==> config.mk <==
export PLATFORM = sky130hd
export DESIGN_NAME = signed_shift_add_multiplier_flat
export DESIGN_NICKNAME = d
export VERILOG_FILES = /design/src/rtl/signed_shift_add_multiplier_if.sv /design/src/rtl/signed_shift_add_multiplier.sv /design/src/flat_wrapper.sv
export SDC_FILE = /design/constraint.sdc
export NUM_CORES = 1
export LEC_CHECK = 0
export ABC_AREA = 1
export CORE_MARGIN = 2
export CORE_UTILIZATION = 50
export CTS_BUF_LIST = sky130_fd_sc_hd__clkbuf_4 sky130_fd_sc_hd__clkbuf_8
export CTS_CLUSTER_DIAMETER = 60
export DETAILED_ROUTE_END_ITERATION = 10
export PLACE_DENSITY = 0.81
export SYNTH_ARGS = -nofsm -noshare
export SYNTH_HDL_FRONTEND = slang
export SYNTH_SLANG_ARGS = --single-unit
==> constraint.sdc <==
create_clock -name CLOCK -period 2.2 [get_ports CLOCK]
set_input_delay 0.22 -clock CLOCK [delete_from_list [all_inputs] [get_ports CLOCK]]
set_output_delay 0.22 -clock CLOCK [all_outputs]
set_load 0.1 [all_outputs]
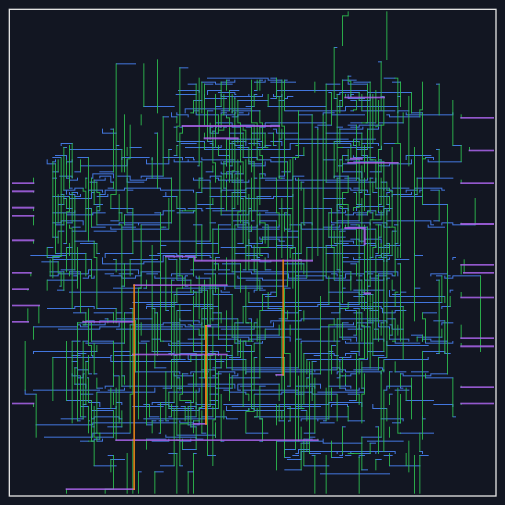
wires.png
Drawn at 6 px/µm.
[purple] metal 3 | wire length: 248 µm
[blue] metal 1 | wire length: 2,790 µm
[orange] metal 4 | wire length: 69.4 µm
[green] metal 2 | wire length: 3,290 µm
Avg WL per Cell: 12.6 µm
final wirelength: 6.39 mm
total global routing track utilization: 22.2%

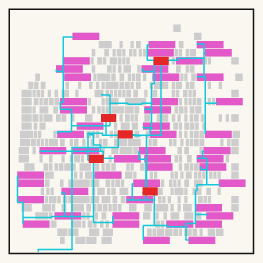
clk_routes.png
Drawn at 3 px/µm.
[red] clock drivers | count: 5
[magenta] flip-flops | count: 49
[cyan] clock wires | length: 587 µm
routed clock nets: 6
flops lie: widely spread
clock group share of total power: 10.5%
Worst Skew: 0.00811 ns

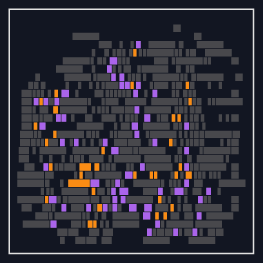
logic_types.png
Drawn at 3 px/µm.
[purple] inverting AOI/OAI gates | cells: 57 | most used: o21ai_0
[orange] NOR gates | cells: 34 | most used: nor2_1
Top cell excl fill/tap: nand2_1
Finished Layout Cells: 506
combinational share of cell area: 43.5%

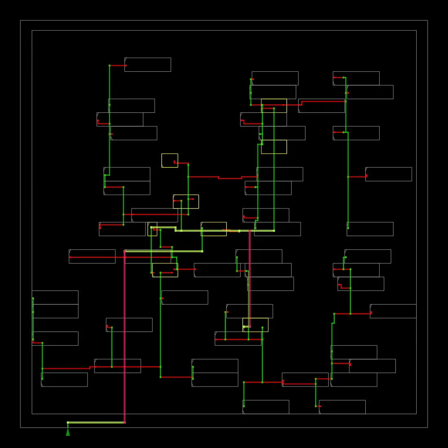
clocks.png
P_clk: 0.000556 W
Latency at later pin: 0.30 ns
flop count: 49

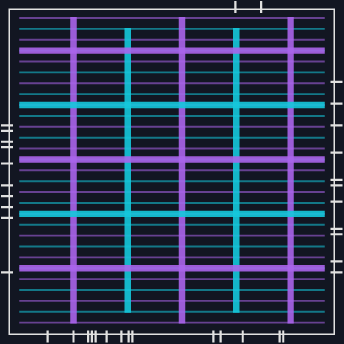
power_grid.png
Drawn at 4 px/µm. Pins as bars on the die edge.
[purple] VSS
[cyan] VDD
met4 straps: 5
met1 rails: 29
worst vdd ir: 0.894 mV
die height: 80.9 µm
core area: 0.00582 mm²
Die W: 80.9 µm

==> run summary <==
fresh numbers from the pnr run: post-synthesis xor/xnor area fraction=3.85%, sequential element share of the synthesized area=41.5%, CP Class=register to register, storage element area=0.00123 mm², Top cells excl fill/tap=nand2_1 (121), dfrtp_1 (49), inv_1 (41), Pleak=1.77 nW, antenna cells=0, global-route wire length before repair=11.4 mm, setup ws final=0.322 ns, hold_buf cts=1, I/O Buffers=36, status=finished, final reports clean, Seq. pwr=0.00162 W, Area after DPL=0.00333 mm², met3 Usage GRT=2.67%, Yosys cell types=34, Num CTS Buffers=5, power per cell area=1540 mW/mm², post-synth design cell area=0.00296 mm², Post-synth top flop=dfrtp_1, flop share of the area=35.7%, First DRT Iteration DRCs=147, CP Depth=10, top comb family, area=simple AND/OR/NAND/NOR gates, Area leader share=41.5%, Final Hold Fails=0, area figure in the yosys stat output=0.00296 mm², setup_tns=0 ns, pin count of the biggest net entering global routing=32, Core Util at FP=50.8%, hold slack=0.483 ns, Yosys Instances=393, CTS tree=done, Mapped Nets=425, CP top delay family=adder cells, CTS clk-pin slew, worst paths=0.09 ns, remaining global-route overflow=0, critical path endpoint category=register, inverters=48, adder-cell share of the synthesized area=5.76%, Initial DRT Pass Iterations=4, met1 usage=26.0%, CP max stage delay=0.48 ns, Comb power frac=58.7%, drt drc=0, Tool Warnings=26, Setup Viol. Count Final=0, vias in the first global route=2,629, worst reg-to-reg path cell count=10, Yosys warnings=0, Cells on Worst Hold Path=2, clk buf depth=2, Post-Synthesis Cells=393, Clock-cell share=2.80%, Post-synth ARST share=100%, Rows=28, Slowest cell on crit path=dfrtp_1, Leading cell kind=multi-input combinational cells, post-layout util=59.1%, post-DP HPWL=4.99 mm, CTS sink count=49, buffers and inverters on the worst path=1, fraction of layout cells with a size suffix above 1=10.2%, max layer used=met4, placed cells=497, sequential share of power=30.7%
Power is estimated from default activity; no workload was simulated.
